==> config.mk <==
export PLATFORM = sky130hd
export DESIGN_NAME = logic_unit_pipe
export DESIGN_NICKNAME = d
export VERILOG_FILES = /design/src/rtl/logic_unit_pkg.sv /design/src/rtl/logic_gate_bank.sv /design/src/rtl/logic_unit_pipe.sv
export SDC_FILE = /design/constraint.sdc
export NUM_CORES = 1
export LEC_CHECK = 0
export ABC_AREA = 1
export CAP_MARGIN = 40
export CORE_MARGIN = 5
export CORE_UTILIZATION = 50
export DETAILED_ROUTE_END_ITERATION = 12
export GPL_TIMING_DRIVEN = 0
export HOLD_SLACK_MARGIN = 0.08
export PLACE_DENSITY = 0.78
export SLEW_MARGIN = 30
export SYNTH_ARGS = -nofsm -noshare
export SYNTH_HDL_FRONTEND = slang
export SYNTH_SLANG_ARGS = --single-unit
==> constraint.sdc <==
create_clock -name clk -period 3.3 [get_ports clk]
set_input_delay 0.66 -clock clk [delete_from_list [all_inputs] [get_ports clk]]
set_output_delay 0.66 -clock clk [all_outputs]
set_load 0.005 [all_outputs]
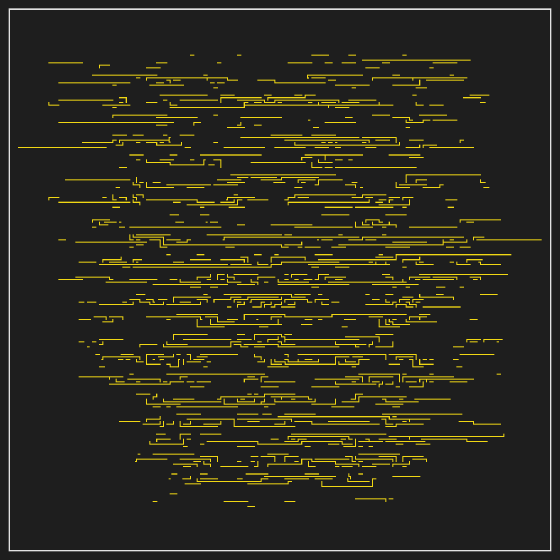
run_1/m1.png
- main direction: horizontal
- nets with wire on the layer: 369
- longest straight run: 20.2 um
- wire length on this layer: 2,210 um
- share of all routed wire: 44%
drt total wl: 5.07 mm
Vias: 2,073
met1 Use GR: 0.259

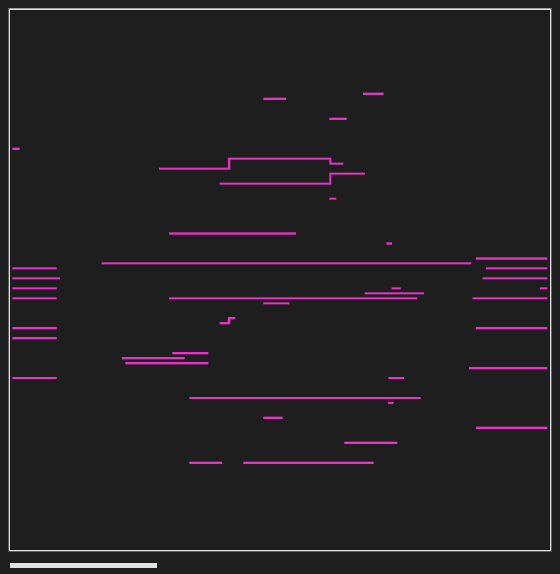
run_1/m3.png
Scale bar: 20 um.
- wire length on this layer: 367 um
- nets with wire on the layer: 35
met3 Usage GRT: 0.0315

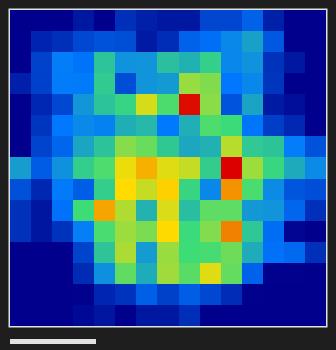
run_1/route_heat.png
Scale bar: 20 um. The die is cut into 15 by 15 equal tiles; dark blue is low, red is high, scaled to the fullest tile. Values are wire area over tile area, all layers added.
- emptiest ninth of the die: bottom left
- fullest tile: 0.56
- mean over tiles: 0.15
- nearly empty tiles: 21%
- tiles over half the peak: 20%
- densest ninth of the die: middle
drt wl/cell: 12.3 um
Total Routing Usage GR: 0.197

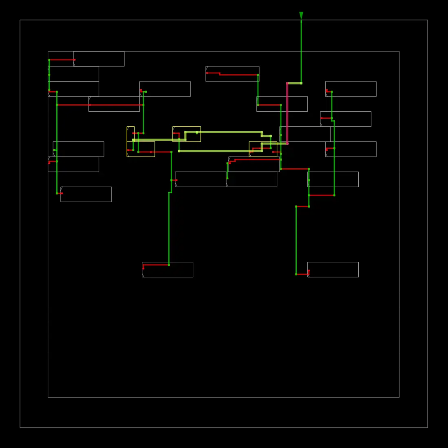
run_1/clock_nets.png
Clock Power: 168 uW
CTS buffer count: 3
CTS sink cnt: 20
clk_lat worst skew: 0.26 ns

==> Changelog: implementation, run 1 <==
## Flow update

- Clock Tree Buf Depth: 2
- CTS root buf: clkbuf_8
- CTS tree: built
- Worst-path fanout max: 3
- Crit path DRT: 3.43 ns
- Hold buffers post-CTS: 0
- Setup_tns: 0 ns
- Outcome: finished clean
- Floorplan core density: 0.510
- Chip Height: 73.7 um
- Grt total ovfl: 0
- RSZ-0062 raised after global routing: false
- Largest net degree at the start of global routing: 15
- Arrival time worst endpoint: 3.01 ns
- Yosys cell types: 21
- Top Layout Cells: 129 x nand2_1, 51 x inv_1, 35 x clkdlybuf4s50_1, 24 x nor2_1, 24 x ha_1
- Crit Path Category: primary input to flop
- Top pwr grp: combinational logic
- PwrDens: 328 nW/um2
- Pre-CTS WS: 0.205 ns
- Dpl cell area: 2450 um2
- Post-CTS Setup Bufs: 0
- Crit. End Element: flop
- Worst r2r path cells: 15
- Seq/Total Area, Yosys: 0.248
- P_int: 533 uW
- Post-route setup slack: 0.416 ns
- Maximum capacitance violations: 0
- Total tool warning count: 38
- Switching Share: 0.350
- DRC viols: 0
- Filler cells: 378
- DRT antenna net count: 0
- Synth warn: 0
- Final period utilization: 0.874
- Min-Delay Path Depth: 2
- Seq. pwr: 297 uW
- Post-route non-filler standard cell count: 413
- Synthesis-to-layout area growth: 23.3%
- DRT iter0 DRCs: 122
- Die span in x: 73.7 um
- Slew Limit Fails: 0
- Layout net count: 413
- Yosys stat cell total: 323
- Port Buffer Count: 35
- Fin util: 0.629
- R2r setup slk: 0.95 ns
- Vias in the first global route: 1,930
- Yosys chip area: 2030 um2
## run 1: synthesized netlist by cell type (all sizes together)
master	n	area share
a21oi	3	0.0074
buf	9	0.038
clkbuf	3	0.0056
dfrtp	19	0.23
dfstp	1	0.013
ha	24	0.15
inv	55	0.10
nand2	130	0.24
nand3	16	0.044
nand4	23	0.071
nor2	27	0.056
o21ai	10	0.025
xnor2	3	0.013
## run 1: critical path, stage by stage
cell	delay (ns)
clkdlybuf4s50_1	0.45
nand2_1	0.07
nand2_1	0.13
inv_1	0.07
ha_1	0.29
inv_1	0.04
nand4_1	0.07
nand2_1	0.05
nor2_1	0.13
nand2_1	0.10
nand2_1	0.12
inv_1	0.06
ha_1	0.31
xnor2_1	0.23
xnor2_1	0.14
o21ai_0	0.09
## run 1: kinds of logic after synthesis
family | Yosys count | synth area share
flops | 20 | 0.248
fa+ha+maj | 24 | 0.148
buf+inv | 67 | 0.146
simple gates | 196 | 0.414
compound gates | 13 | 0.0321
xor+xnor | 3 | 0.0130
## run 1: layout make-up
| cell class | instances | area [um2] | area share |
|---|---|---|---|
| Sequential cell | 20 | 502 | 0.201 |
| Inverter | 55 | 206 | 0.0826 |
| Tap cell | 50 | 62.6 | 0.0250 |
| Timing Repair Buffer | 36 | 365 | 0.146 |
| Clock buffer | 4 | 45.0 | 0.0180 |
| Multi-Input combinational cell | 236 | 1230 | 0.492 |
| Buffer | 12 | 88.8 | 0.0355 |
## run 1: metal layers
metal | track usage | wire length (um) | vias up
met4 | 0.0322 | 43 | 0
met2 | 0.343 | 2450 | 64
met5 | 0 | 0 | -
li1 | - | - | 1080
met1 | 0.259 | 2210 | 923
met3 | 0.0315 | 366 | 6
==> run 2: changes to the inputs <==
--- a/config.mk
+++ b/config.mk
@@ -9,6 +9,7 @@
 export CAP_MARGIN = 40
 export CORE_MARGIN = 5
 export CORE_UTILIZATION = 50
+export CTS_CLUSTER_DIAMETER = 80
 export DETAILED_ROUTE_END_ITERATION = 12
 export GPL_TIMING_DRIVEN = 0
 export HOLD_SLACK_MARGIN = 0.08
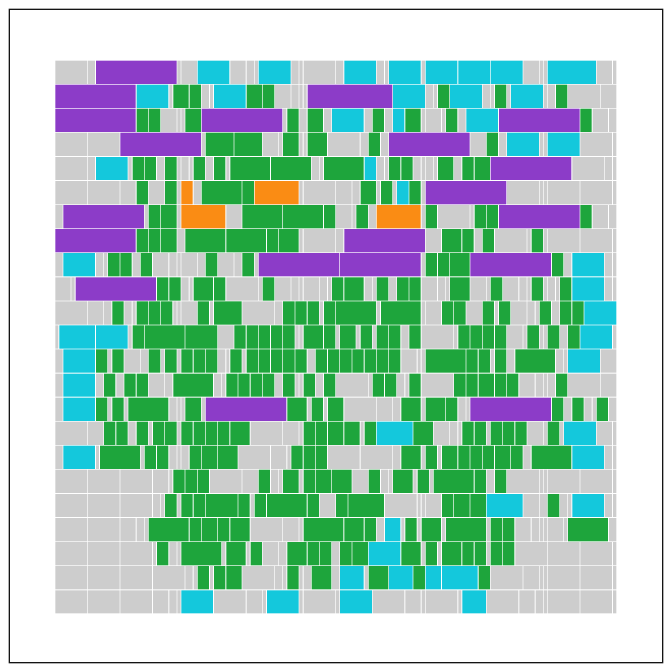
run_2/class_map.png
Fill, decap, tap and diode cells in grey.
- orange: clock drivers and dummy loads (cells 4; share of their area 1.8%)
- purple: registers (cells 20; share of their area 21%)
- cyan: remaining buffers and delay cells (cells 48; share of their area 19%)
- green: remaining logic cells (cells 291; share of their area 59%)
Row Count: 23
fin util: 0.629

==> Changelog: implementation, run 2 <==
## Flow update

- Outcome: finished clean
- Dominant flop cell: dfrtp_1
- DRC viols: 0
- Synthesis-to-layout area growth: 23.3%
- Setup_tns: 0 ns
- Post-CTS Setup Bufs: 0
- Cell type with the largest total area: nand2_1
- Vias: 2,073
- Synthesized area per cell: 6.28 um2
- Die area: 5430 um2
- Maximum capacitance violations: 0
- CTS tree: built
- Final period utilization: 0.874
- Top cells by count, synth: 129 x nand2_1, 51 x inv_1, 24 x ha_1, 24 x nor2_1, 23 x nand4_1
- Worst r2r path cells: 15
- PwrDens: 328 nW/um2
- Worst VDD drop: 344 uV
- Hold buffers post-CTS: 0
- Total tool warning count: 38
- CTS root buf: clkbuf_8
- Cell area leaders: nand2_1 24%, dfrtp_1 23%, ha_1 15%
- Top area contributor share: 0.239
- DRT antenna net count: 0
- Crit path DRT: 3.43 ns
- Total Routing Usage GR: 0.197
- Synth async-reset ratio: 1.00
- Port Buffer Count: 35
- Seq/Total Area, Yosys: 0.248
- Min-Delay Path Depth: 2
- Top Layout Cells: 129 x nand2_1, 51 x inv_1, 35 x clkdlybuf4s50_1, 24 x nor2_1, 24 x ha_1
- DRT iter0 DRCs: 122
- Crit. End Element: flop
- Drt total wl: 5.07 mm
- Filler cells: 378
- Most frequent logic cell in the layout: nand2_1
- Grt total ovfl: 0
- Crit Path Category: primary input to flop
- Worst-path fanout max: 3
- Count leader, synth: nand2_1
- CTS buffer count: 3
- Clk_lat worst skew: 0.26 ns
- Yosys cell types: 21
- Pre-Repair DR Iteration Count: 4
- Chip Height: 73.7 um
- Hold Crit Class: flop to flop
- Clock Tree Buf Depth: 2
- Layout net count: 413
- Yosys chip area: 2030 um2
- DR vias/cell: 5.02
- Die span in x: 73.7 um
- Largest net degree at the start of global routing: 15
- CTS sink cnt: 20
- Count of final setup violators: 0
- Synth warn: 0
- Yosys stat cell total: 323
-- run 2: cell counts after synthesis --
No cell type changed its count.
-- run 2: power by group --
part,internal (uW),switching (uW)
logic,168,188
clock network,86.0,82.3
registers,280,17.3
total,533,287
-- run 2: metrics by stage --
step	setup slack, ns	cell area [um2]	hold WS [ns]	total power [uW]	cells
floorplan	0.695	2030	0.364	511	323
global placement	0.262	2440	0.464	645	408
detailed placement	0.205	2450	0.470	656	409
CTS	0.429	2500	0.487	823	413
global route	0.238	2500	0.518	891	413
finish	0.416	2500	0.480	821	413
-- run 2: final cells by class --
class	instances	area (um2)	area share
inverters	55	206	0.0826
flip-flops and latches	20	502	0.201
well taps	50	62.6	0.0250
multi-input cells	236	1230	0.492
repair buffers	36	365	0.146
plain buffers	12	88.8	0.0355
clock buffers	4	45.0	0.0180
-- run 2: logic make-up after synthesis --
kind of cell	after synthesis	synth area share
AND/OR/NAND/NOR	196	0.414
buffers and inverters	67	0.146
adder cells (fa/ha/maj)	24	0.148
flip-flops	20	0.248
AND-OR/OR-AND	13	0.0321
XOR/XNOR	3	0.0130
-- run 2: worst max-delay path, cell delays in order --
cell and delay [ns]:
clkdlybuf4s50_1 0.45, nand2_1 0.07, nand2_1 0.13, inv_1 0.07
ha_1 0.29, inv_1 0.04, nand4_1 0.07, nand2_1 0.05
nor2_1 0.13, nand2_1 0.10, nand2_1 0.12, inv_1 0.06
ha_1 0.31, xnor2_1 0.23, xnor2_1 0.14, o21ai_0 0.09
-- run 2: per-layer routing --
layer  wire, um  track usage  part of all wire
met5          0            0                 0
met3        366       0.0315             0.072
met1       2210        0.259              0.44
met2       2450        0.343              0.48
met4         43       0.0322            0.0085
Power is estimated from default activity; no workload was simulated.
